**Run 1: clock nets**

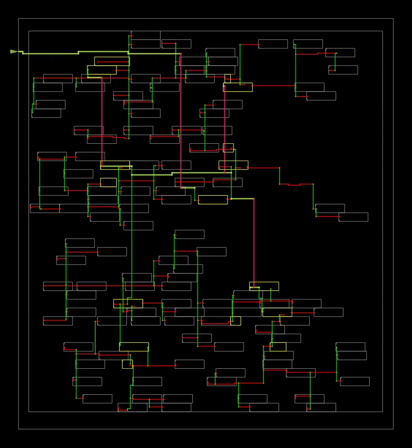
**Run 1: where the registers sit**

Other sequential cells in the stronger grey, the rest of the logic in the fainter grey.
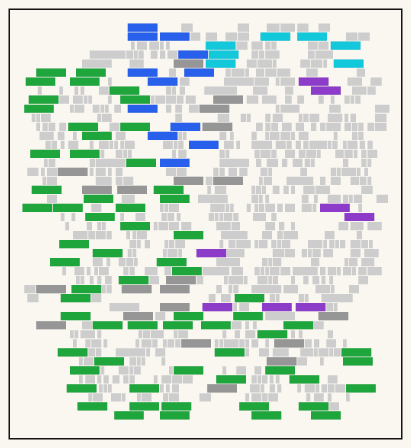
**Run 1: ports around the boundary**

Pins as bars across the die edge, other pins in grey.
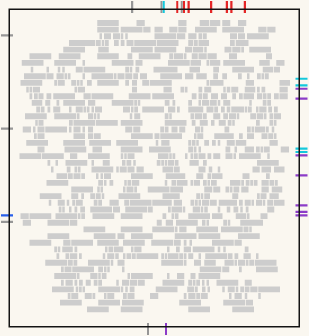
**Run 1: signal wires by layer**

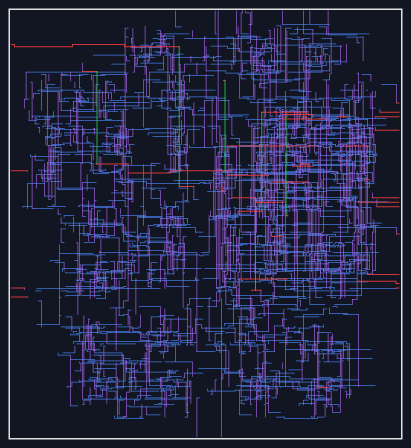
[config.mk]
export PLATFORM = sky130hd
export DESIGN_NAME = calc_display_ctrl_flat
export DESIGN_NICKNAME = d
export VERILOG_FILES = /design/src/rtl/calc_display_ctrl_if.sv /design/src/rtl/calc_display_ctrl.sv /design/src/flat_wrapper.sv
export SDC_FILE = /design/constraint.sdc
export NUM_CORES = 1
export LEC_CHECK = 0
export CORE_ASPECT_RATIO = 1.1
export CORE_MARGIN = 3
export CORE_UTILIZATION = 45
export CTS_CLUSTER_DIAMETER = 120
export DETAILED_ROUTE_END_ITERATION = 10
export GPL_ROUTABILITY_DRIVEN = 0
export GPL_TIMING_DRIVEN = 0
export HOLD_SLACK_MARGIN = 0.02
export SLEW_MARGIN = 20
export SYNTH_ARGS = -nofsm -noshare
export SYNTH_HDL_FRONTEND = slang
export SYNTH_SLANG_ARGS = --single-unit
[constraint.sdc]
create_clock -name CLK -period 3.8 [get_ports CLK]
set_clock_uncertainty 0.05 [all_clocks]
set_input_delay 0.57 -clock CLK [delete_from_list [all_inputs] [get_ports CLK]]
set_output_delay 0.57 -clock CLK [all_outputs]
set_load 0.02 [all_outputs]
[src/rtl/calc_display_ctrl_if.sv]
// Board-side bundle for the switch calculator: raw buttons and switches in,
// status LEDs and the multiplexed seven-segment drive out.
interface calc_display_ctrl_if #(
   parameter int WIDTH = 8
);
   localparam int DIGITS = (WIDTH + 3) / 4;

   logic              BTN_STORE;
   logic              BTN_ADD;
   logic              BTN_SUB;
   logic              BTN_LIVE;
   logic [WIDTH-1:0]  sw;
   logic [4:0]        led;
   logic [6:0]        seg;
   logic [DIGITS-1:0] an;

   // Board / stimulus side
   modport master (
      output BTN_STORE, BTN_ADD, BTN_SUB, BTN_LIVE, sw,
      input  led, seg, an
   );

   // Controller side
   modport slave (
      input  BTN_STORE, BTN_ADD, BTN_SUB, BTN_LIVE, sw,
      output led, seg, an
   );
endinterface

[src/rtl/calc_display_ctrl.sv]
// Switch-calculator front end: button synchronise/debounce, operand register
// with live/stored/sum/difference modes, and an N-digit multiplexed hex display.
module calc_display_ctrl #(
   parameter int WIDTH           = 8,
   parameter int DEBOUNCE_CYCLES = 65536,
   parameter int REFRESH_DIV     = 4096
) (
   input  logic               CLK,
   input  logic               RST,
   calc_display_ctrl_if.slave bus
);
   localparam int DIGITS = (WIDTH + 3) / 4;
   localparam int DB_W   = (DEBOUNCE_CYCLES > 1) ? $clog2(DEBOUNCE_CYCLES) : 1;
   localparam int RF_W   = (REFRESH_DIV > 1) ? $clog2(REFRESH_DIV) : 1;
   localparam int IDX_W  = (DIGITS > 1) ? $clog2(DIGITS) : 1;
   localparam int NB     = 4;

   // Button bit positions inside the conditioned vectors
   localparam int B_LIVE  = 0;
   localparam int B_ADD   = 1;
   localparam int B_SUB   = 2;
   localparam int B_STORE = 3;

   typedef enum logic [1:0] {
      MODE_LIVE   = 2'd0,
      MODE_STORED = 2'd1,
      MODE_SUM    = 2'd2,
      MODE_DIFF   = 2'd3
   } mode_t;

   // ------------------------------------------------------------------
   // Input conditioning
   // ------------------------------------------------------------------
   logic [NB-1:0] btn_raw;
   logic [NB-1:0] sync1_q, sync2_q;
   logic [NB-1:0] level_vec;
   logic [NB-1:0] level_prev_q;
   logic [NB-1:0] press;

   assign btn_raw = {bus.BTN_STORE, bus.BTN_SUB, bus.BTN_ADD, bus.BTN_LIVE};

   // Two-flop synchroniser for every raw button
   always_ff @(posedge CLK or posedge RST) begin
      if (RST) begin
         sync1_q <= '0;
         sync2_q <= '0;
      end else begin
         sync1_q <= btn_raw;
         sync2_q <= sync1_q;
      end
   end

   genvar gi;
   generate
      for (gi = 0; gi < NB; gi++) begin : g_db
         logic [DB_W-1:0] cnt_q, cnt_d;
         logic            level_q, level_d;

         // Count consecutive disagreeing cycles; flip accepted level at the limit
         always_comb begin
            cnt_d   = cnt_q;
            level_d = level_q;
            if (sync2_q[gi] == level_q) begin
               cnt_d = '0;
            end else if (cnt_q == DB_W'(DEBOUNCE_CYCLES - 1)) begin
               level_d = ~level_q;
               cnt_d   = '0;
            end else begin
               cnt_d = cnt_q + DB_W'(1);
            end
         end

         // Debounce state register
         always_ff @(posedge CLK or posedge RST) begin
            if (RST) begin
               cnt_q   <= '0;
               level_q <= 1'b0;
            end else begin
               cnt_q   <= cnt_d;
               level_q <= level_d;
            end
         end

         assign level_vec[gi] = level_q;
         assign press[gi]     = level_q & ~level_prev_q[gi];
      end
   endgenerate

   // Previous accepted levels, so a rising edge gives exactly one pulse
   always_ff @(posedge CLK or posedge RST) begin
      if (RST) level_prev_q <= '0;
      else     level_prev_q <= level_vec;
   end

   // ------------------------------------------------------------------
   // Arithmetic on live switches and stored operand
   // ------------------------------------------------------------------
   mode_t            mode_q, mode_d;
   logic [WIDTH-1:0] stored_q, stored_d;
   logic [WIDTH:0]   sum_full;
   logic [WIDTH-1:0] diff;
   logic             borrow;

   assign sum_full = {1'b0, bus.sw} + {1'b0, stored_q};
   assign diff     = bus.sw - stored_q;
   assign borrow   = (bus.sw < stored_q);

   // Mode / operand state register
   always_ff @(posedge CLK or posedge RST) begin
      if (RST) begin
         mode_q   <= MODE_LIVE;
         stored_q <= '0;
      end else begin
         mode_q   <= mode_d;
         stored_q <= stored_d;
      end
   end

   // Next state: one press acted on per cycle, STORE > SUB > ADD > LIVE
   always_comb begin
      mode_d   = mode_q;
      stored_d = stored_q;
      if (press[B_STORE]) begin
         stored_d = bus.sw;
         mode_d   = MODE_STORED;
      end else if (press[B_SUB]) begin
         if (mode_q == MODE_DIFF) stored_d = diff;
         mode_d = MODE_DIFF;
      end else if (press[B_ADD]) begin
         if (mode_q == MODE_SUM) stored_d = sum_full[WIDTH-1:0];
         mode_d = MODE_SUM;
      end else if (press[B_LIVE]) begin
         mode_d = MODE_LIVE;
      end
   end

   // Outputs: displayed value and status LEDs
   logic [WIDTH-1:0] disp_val;
   logic [4:0]       led_d;
   always_comb begin
      disp_val = bus.sw;
      case (mode_q)
         MODE_LIVE:   disp_val = bus.sw;
         MODE_STORED: disp_val = stored_q;
         MODE_SUM:    disp_val = sum_full[WIDTH-1:0];
         MODE_DIFF:   disp_val = diff;
         default:     disp_val = bus.sw;
      endcase
      led_d = {mode_q, (disp_val == '0), borrow, sum_full[WIDTH]};
   end

   assign bus.led = led_d;

   // ------------------------------------------------------------------
   // Display scan
   // ------------------------------------------------------------------
   function automatic logic [6:0] hex7(input logic [3:0] n);
      case (n)
         4'h0: hex7 = 7'h3F;
         4'h1: hex7 = 7'h06;
         4'h2: hex7 = 7'h5B;
         4'h3: hex7 = 7'h4F;
         4'h4: hex7 = 7'h66;
         4'h5: hex7 = 7'h6D;
         4'h6: hex7 = 7'h7D;
         4'h7: hex7 = 7'h07;
         4'h8: hex7 = 7'h7F;
         4'h9: hex7 = 7'h6F;
         4'hA: hex7 = 7'h77;
         4'hB: hex7 = 7'h7C;
         4'hC: hex7 = 7'h39;
         4'hD: hex7 = 7'h5E;
         4'hE: hex7 = 7'h79;
         default: hex7 = 7'h71;
      endcase
   endfunction

   logic [RF_W-1:0]     refresh_q;
   logic [IDX_W-1:0]    idx_q;
   logic [6:0]          seg_q;
   logic [DIGITS-1:0]   an_q;
   logic [DIGITS*4-1:0] disp_pad;
   logic [3:0]          nibble;
   logic [DIGITS-1:0]   an_d;

   // Zero-pad the value to whole digits and pick the current nibble
   always_comb begin
      disp_pad              = '0;
      disp_pad[WIDTH-1:0]   = disp_val;
      nibble                = disp_pad[idx_q*4 +: 4];
      an_d                  = '0;
      an_d[idx_q]           = 1'b1;
   end

   // Refresh divider, digit index and registered segment/anode drive
   always_ff @(posedge CLK or posedge RST) begin
      if (RST) begin
         refresh_q <= '0;
         idx_q     <= '0;
         seg_q     <= '0;
         an_q      <= '0;
      end else begin
         seg_q <= hex7(nibble);
         an_q  <= an_d;
         if (refresh_q == RF_W'(REFRESH_DIV - 1)) begin
            refresh_q <= '0;
            if (idx_q == IDX_W'(DIGITS - 1)) idx_q <= '0;
            else                             idx_q <= idx_q + IDX_W'(1);
         end else begin
            refresh_q <= refresh_q + RF_W'(1);
         end
      end
   end

   assign bus.seg = seg_q;
   assign bus.an  = an_q;
endmodule
[src/flat_wrapper.sv]
// flat-port wrapper written by rule: the top's interface ports become plain ports
module calc_display_ctrl_flat 
#(
   parameter int WIDTH           = 8,
   parameter int DEBOUNCE_CYCLES = 65536,
   parameter int REFRESH_DIV     = 4096
)
  (CLK, RST, bus_BTN_STORE, bus_BTN_ADD, bus_BTN_SUB, bus_BTN_LIVE, bus_sw, bus_led, bus_seg, bus_an);
  calc_display_ctrl_if #(.WIDTH(WIDTH)) bus_i ();
  input  logic CLK;
  input  logic RST;
  input wire logic [$bits(bus_i.BTN_STORE)-1:0] bus_BTN_STORE;
  input wire logic [$bits(bus_i.BTN_ADD)-1:0] bus_BTN_ADD;
  input wire logic [$bits(bus_i.BTN_SUB)-1:0] bus_BTN_SUB;
  input wire logic [$bits(bus_i.BTN_LIVE)-1:0] bus_BTN_LIVE;
  input wire logic [$bits(bus_i.sw)-1:0] bus_sw;
  output wire logic [$bits(bus_i.led)-1:0] bus_led;
  output wire logic [$bits(bus_i.seg)-1:0] bus_seg;
  output wire logic [$bits(bus_i.an)-1:0] bus_an;
  assign bus_i.BTN_STORE = bus_BTN_STORE;
  assign bus_i.BTN_ADD = bus_BTN_ADD;
  assign bus_i.BTN_SUB = bus_BTN_SUB;
  assign bus_i.BTN_LIVE = bus_BTN_LIVE;
  assign bus_i.sw = bus_sw;
  assign bus_led = bus_i.led;
  assign bus_seg = bus_i.seg;
  assign bus_an = bus_i.an;
  calc_display_ctrl #(.WIDTH(WIDTH), .DEBOUNCE_CYCLES(DEBOUNCE_CYCLES), .REFRESH_DIV(REFRESH_DIV)) u_core (.CLK(CLK), .RST(RST), .bus(bus_i));
endmodule
==> results.toml, run 1 <==
# implementation run metrics
[layout]
n_fill_cell = 1236
finalNetCount = 728
area.share.combinational_pct = 44.9
largest_register_ffs = 64
reg_top3 = "u_core.g_db.cnt_q x64, u_core.refresh_q x12, u_core.stored_q x8"
largest-register = "u_core.g_db.cnt_q"
drive_gt1_share_pct = 9.43
final_cell_mix = "112 x sky130_fd_sc_hd__dfrtp_1, 106 x sky130_fd_sc_hd__nor2_1, 45 x sky130_fd_sc_hd__nand2_1"
logic_area_sq_um = 3180
lay_top_count = "sky130_fd_sc_hd__dfrtp_1"

[hold_path]
worstHoldPathCells = 0
hold_path.startpoint = "u_core.sync1_q[2]"

[critical_path]
rr_startpoint = "u_core.stored_q[0]"
stages_on_worst_setup_path = 11
reg2regPathDepth = 13
crit_path_top_delay_cell = "sky130_fd_sc_hd__a221oi_4"
timing.critical_path.slowest_cell_delay_ns = 0.33
cp-start-kind = "input pin"
critical-path-top-delay-family = "AND-OR/OR-AND gates"
critical_path_capture_point_type = "primary output"
crit_chain = "dlygate4sd2_1 > ha_1 > buf_2 > nand2b_2 > a221oi_4 > nor2_1 > a31oi_1 > nand3_1 > o32ai_2 > and4_1 > buf_4"
timing.rr.end = "u_core.bus.seg[6]"
critical_path_capture_point = "bus_led[2]"

[clock_tree]
clock_tree_buf_depth = 2
post_cts_resized = 12
cts-root-buf = "sky130_fd_sc_hd__clkbuf_16"
worst_setup_hold_path_clk_slew_ns = 0.07
cts_buffers = 9

[floorplan]
initial_utilization_pct = 46.5
rows = 44
tapcell.inserted = 184
i_o_pins = 28

[global_route]
groute.layer.met2.usage_pct = 28.7
met3_usage_pct = 3.14
grt_pass1_vias = 4450
gr-usage-met1_pct = 22.1
largest_net_degree_at_the_start_of_global_routing = 63
overflow = 0

[logic_synthesis]
synth_flops = 112
syn_area_sq_um = 6190
synth_stat.cells = 644
dominantRegCellSynth = "sky130_fd_sc_hd__dfrtp_1"
synth.yosys.seq_area_share_pct = 45.2
ranking_of_synthesized_cells_by_area = "sky130_fd_sc_hd__dfrtp_1 45%, sky130_fd_sc_hd__nor2_1 6.4%, sky130_fd_sc_hd__xor2_1 5.9%"
yosysUniqueCellTypes = 62
ys_chip_area_sq_um = 6190
post-synth-top-count-cell = "sky130_fd_sc_hd__dfrtp_1"
postSynthNetCount = 688
top_cells_by_count = "112 x sky130_fd_sc_hd__dfrtp_1, 106 x sky130_fd_sc_hd__nor2_1, 45 x sky130_fd_sc_hd__nand2_1, 42 x sky130_fd_sc_hd__xor2_1, 38 x sky130_fd_sc_hd__xnor2_1"
ys_async_sr_fraction_pct = 100
synth_area_per_cell_sq_um = 9.62

[sta]
timing.final.crit_period_ns = 3.71
finalSetupViolations = 0
timing.hold.ws_ns = 0.303
timing.fmax_mhz = 269
finalMaxSlewViolations = 0
min_period_over_period_pct = 97.7
tightest_slew_ns = 0.587

[route]
route.detailed.vias_per_inst = 5.12
met2_wirelength_um = 5960
top_layer = "met4"
drt_first_iter_violations = 245
m1WireLength_um = 5700
wl_met3_um = 345
remaining_drc_errors = 0

[pwr]
clockPowerShare_pct = 40.1
net-switching-power_mw = 0.578
design_internal_power_mw = 1.87
power_density_over_the_cells_nw_per_um2 = 345

[placed_design]
dp_worst_slack_ns = -0.754
hpwl_um = 8730
place.detailed.instances = 856

[flow_run]
tool_warnings = 41

[run_status]
status = "complete, no violations"
-- 'clock nets' (at the start) --
number of sequential cells: 112
Worst-Skew Late Latency: 0.34 ns
Clock Buffer Count: 11

-- 'where the registers sit' (at the start) --
blue -> u_core.refresh_q  # sequential cells 12, where north
green -> u_core.g_db.cnt_q  # sequential cells 64, where widely spread
purple -> u_core.stored_q  # sequential cells 8
cyan -> u_core.bus.seg  # sequential cells 7
not coloured = 21
P_seq: 1.23 mW
sequential standard cell area: 2800 sq um
flop share of the area: 39.5%
fraction of the core area covered by cells at the end of the flow: 53.2%

-- 'ports around the boundary' (at the start) --
cyan -> bus_led  # pins 5, direction output, edge 4 east, 1 north
red -> bus_seg  # pins 7, direction output, edge north
purple -> bus_sw  # pins 8, direction input, edge 7 east, 1 south
blue -> bus_BTN_LIVE  # pins 1, direction input, edge west
all pins by edge = 11 north, 11 east, 4 west, 2 south
width of the chip: 118 um
die y size: 129 um
tally of buffers added on design ports: 27

-- 'signal wires by layer' (at the start) --
red -> M3  # wire length 345 um
purple -> M2  # wire length 5960 um
blue -> M1  # wire length 5700 um
green -> M4  # wire length 185 um
via count: 4471
WL per Instance: 14.0 um
overall routing resource usage: 17.0%
WL final: 12200 um

[run 1: power groups by stage]
| stage | registers, mW | logic, mW | clock network (mW) |
|---|---|---|---|
| 5_1_grt | 1.23 | 0.267 | 1.06 |
| 3_3_place_gp | 1.25 | 0.227 | 0 |
| 4_1_cts | 1.23 | 0.240 | 1.02 |
| 3_5_place_dp | 1.25 | 0.236 | 0 |
| 6_report | 1.23 | 0.238 | 0.979 |
| 2_1_floorplan | 1.26 | 0.152 | 0 |
[run 1: cells by family after synthesis]
kind of cell,share of synthesized area [%]
adder cells (fa/ha/maj),6.30
XOR/XNOR,11.3
AND/OR/NAND/NOR,19.2
flip-flops,45.2
multiplexers,3.82
buffers and inverters,4.02
AND-OR/OR-AND,10.1
**Run 1: selected gate families**

Bar = 20 um.
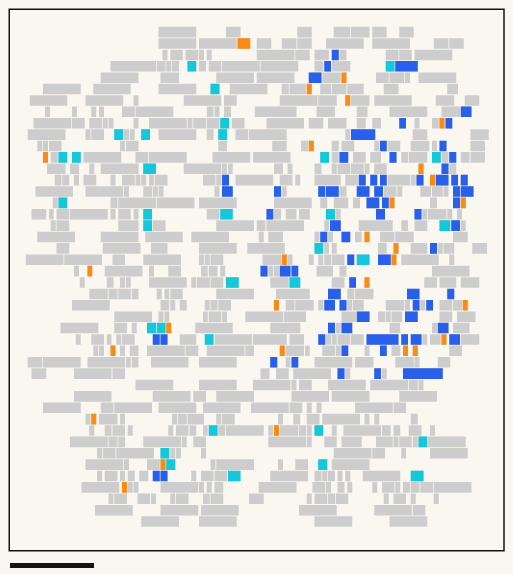

==> inputs of run 2 (changes only) <==
--- a/config.mk
+++ b/config.mk
@@ -5,13 +5,13 @@
 export SDC_FILE = /design/constraint.sdc
 export NUM_CORES = 1
 export LEC_CHECK = 0
-export CORE_ASPECT_RATIO = 1.1
+export CORE_ASPECT_RATIO = 0.8
 export CORE_MARGIN = 3
 export CORE_UTILIZATION = 45
 export CTS_CLUSTER_DIAMETER = 120
 export DETAILED_ROUTE_END_ITERATION = 10
 export GPL_ROUTABILITY_DRIVEN = 0
-export GPL_TIMING_DRIVEN = 0
+export GPL_TIMING_DRIVEN = 1
 export HOLD_SLACK_MARGIN = 0.02
 export SLEW_MARGIN = 20
 export SYNTH_ARGS = -nofsm -noshare
**Run 2: selected gate families**

Bar = 50 um.
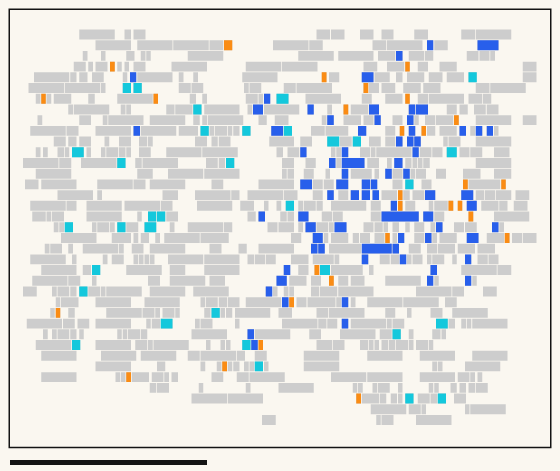
blue -> aoi and oai cells  # cells 75
orange -> inv cells  # cells 29, where widely spread
cyan -> and/or cells  # cells 33
Non-Filler Instances: 882
highest-count logic cell in the final layout: sky130_fd_sc_hd__dfrtp_1
logic gate fraction of the total cell area: 43.7%

==> run 2 against run 1 <==
  * Power grew 0.20%
  * Largest cell class unchanged
  * Critical endpoint unchanged
  * Synthesized cell count is the same
  * Global-route usage is essentially flat
==> results.toml, run 2 <==
# implementation run metrics
[run_status]
status = "complete, no violations"

[route]
remaining_drc_errors = 0
wire_per_inst_um = 13.6
drt_first_iter_violations = 326

[logic_synthesis]
yosysUniqueCellTypes = 62
postSynthNetCount = 688
synth_flops = 112
top_cells_by_count = "112 x sky130_fd_sc_hd__dfrtp_1, 106 x sky130_fd_sc_hd__nor2_1, 45 x sky130_fd_sc_hd__nand2_1, 42 x sky130_fd_sc_hd__xor2_1, 38 x sky130_fd_sc_hd__xnor2_1"
ys_async_sr_fraction_pct = 100
compound_area_share_pct = 10.1
post-synth-top-count-cell = "sky130_fd_sc_hd__dfrtp_1"
ys_sh_xor_pct = 11.3
basic_gates_by_area_pct = 19.2
topCombFamilyByArea = "simple AND/OR/NAND/NOR gates"
ys_chip_area_sq_um = 6190
dominantRegCellSynth = "sky130_fd_sc_hd__dfrtp_1"
multiplexer_fraction_of_the_synthesized_cell_area_pct = 3.82
ranking_of_synthesized_cells_by_area = "sky130_fd_sc_hd__dfrtp_1 45%, sky130_fd_sc_hd__nor2_1 6.4%, sky130_fd_sc_hd__xor2_1 5.9%"
synth_area_per_cell_sq_um = 9.62
syn_area_sq_um = 6190
synth_stat.cells = 644
synth.yosys.seq_area_share_pct = 45.2

[sta]
finalSetupViolations = 0
timing.final.crit_period_ns = 3.62
timing.hold.ws_ns = 0.301
tightest_slew_ns = 0.751
min_period_over_period_pct = 95.3
timing.fmax_mhz = 276
finalMaxSlewViolations = 0

[placed_design]
place.detailed.instances = 866
numPortBuffers = 27
dp_worst_slack_ns = -0.360

[critical_path]
timing.rr.end = "u_core.bus.seg[3]"
crit_path_top_delay_cell = "sky130_fd_sc_hd__clkdlybuf4s50_1"
critical_path_capture_point_type = "primary output"
reg2regPathDepth = 14
rr_startpoint = "u_core.stored_q[1]"

[pwr]
powerSeq_mw = 1.23
power.group.top = "registers"
net-switching-power_mw = 0.619
design_internal_power_mw = 1.83
power_density_over_the_cells_nw_per_um2 = 338
clockPowerShare_pct = 39.4

[global_route]
met3_usage_pct = 3.31
gr-usage-met1_pct = 24.2
globalRouteTotalUtil_pct = 17.0

[layout]
logic_area_sq_um = 3160
largest-register = "u_core.g_db.cnt_q"
final_cell_mix = "112 x sky130_fd_sc_hd__dfrtp_1, 106 x sky130_fd_sc_hd__nor2_1, 47 x sky130_fd_sc_hd__buf_4"
n_fill_cell = 1154
nClkBuffers = 11
post-route-util_pct = 55.1
drive_gt1_share_pct = 12.7
area.share.sequential_pct = 38.7

[hold_path]
worstHoldPathCells = 0

[floorplan]
rows = 37
die_h_um = 111
tapcell.inserted = 175
i_o_pins = 28
die_x_um = 137

[clock_tree]
clock_tree_buf_depth = 2
clk-insertion-delay-late_ns = 0.35
**Run 2: clock nets**

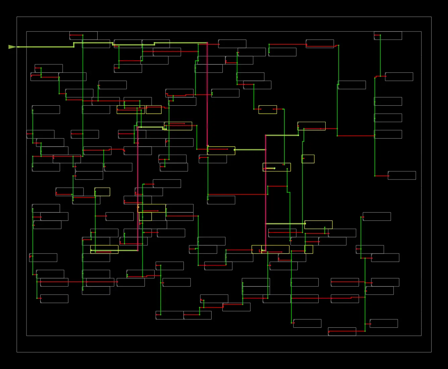
power attributed to the clock group: 0.964 mW
number of sinks on the clock net: 112

## run 2: cell counts after synthesis
No cell type changed its count.
## run 2: worst max-delay path by stage
stage	from	to	cells past startpoint
after floorplan	RST	u_core.bus.an[0]	1
after global placement	bus_sw[0]	bus_led[2]	13
after detailed placement	bus_sw[1]	bus_led[2]	11
after CTS	bus_sw[0]	bus_led[0]	11
after global routing	bus_sw[0]	bus_led[2]	13
final	bus_sw[0]	bus_led[2]	13
## run 2: repair_timing
action | in CTS | in global routing
pin swaps | 0 | 2
gates resized | 6 | 6
setup endpoints to repair | 2 | 2
## run 2: per-layer routing
layer  routed length (um)  up-vias  part of all wire (%)
li1                     -     2276                     -
met1                 5870     2230                    49
met2                 5580       87                    46
met3                  450       12                   3.7
met4                  118        0                  0.98
met5                    0        -                     0
Power figures rest on the tool's default switching activity, not on a simulated workload.
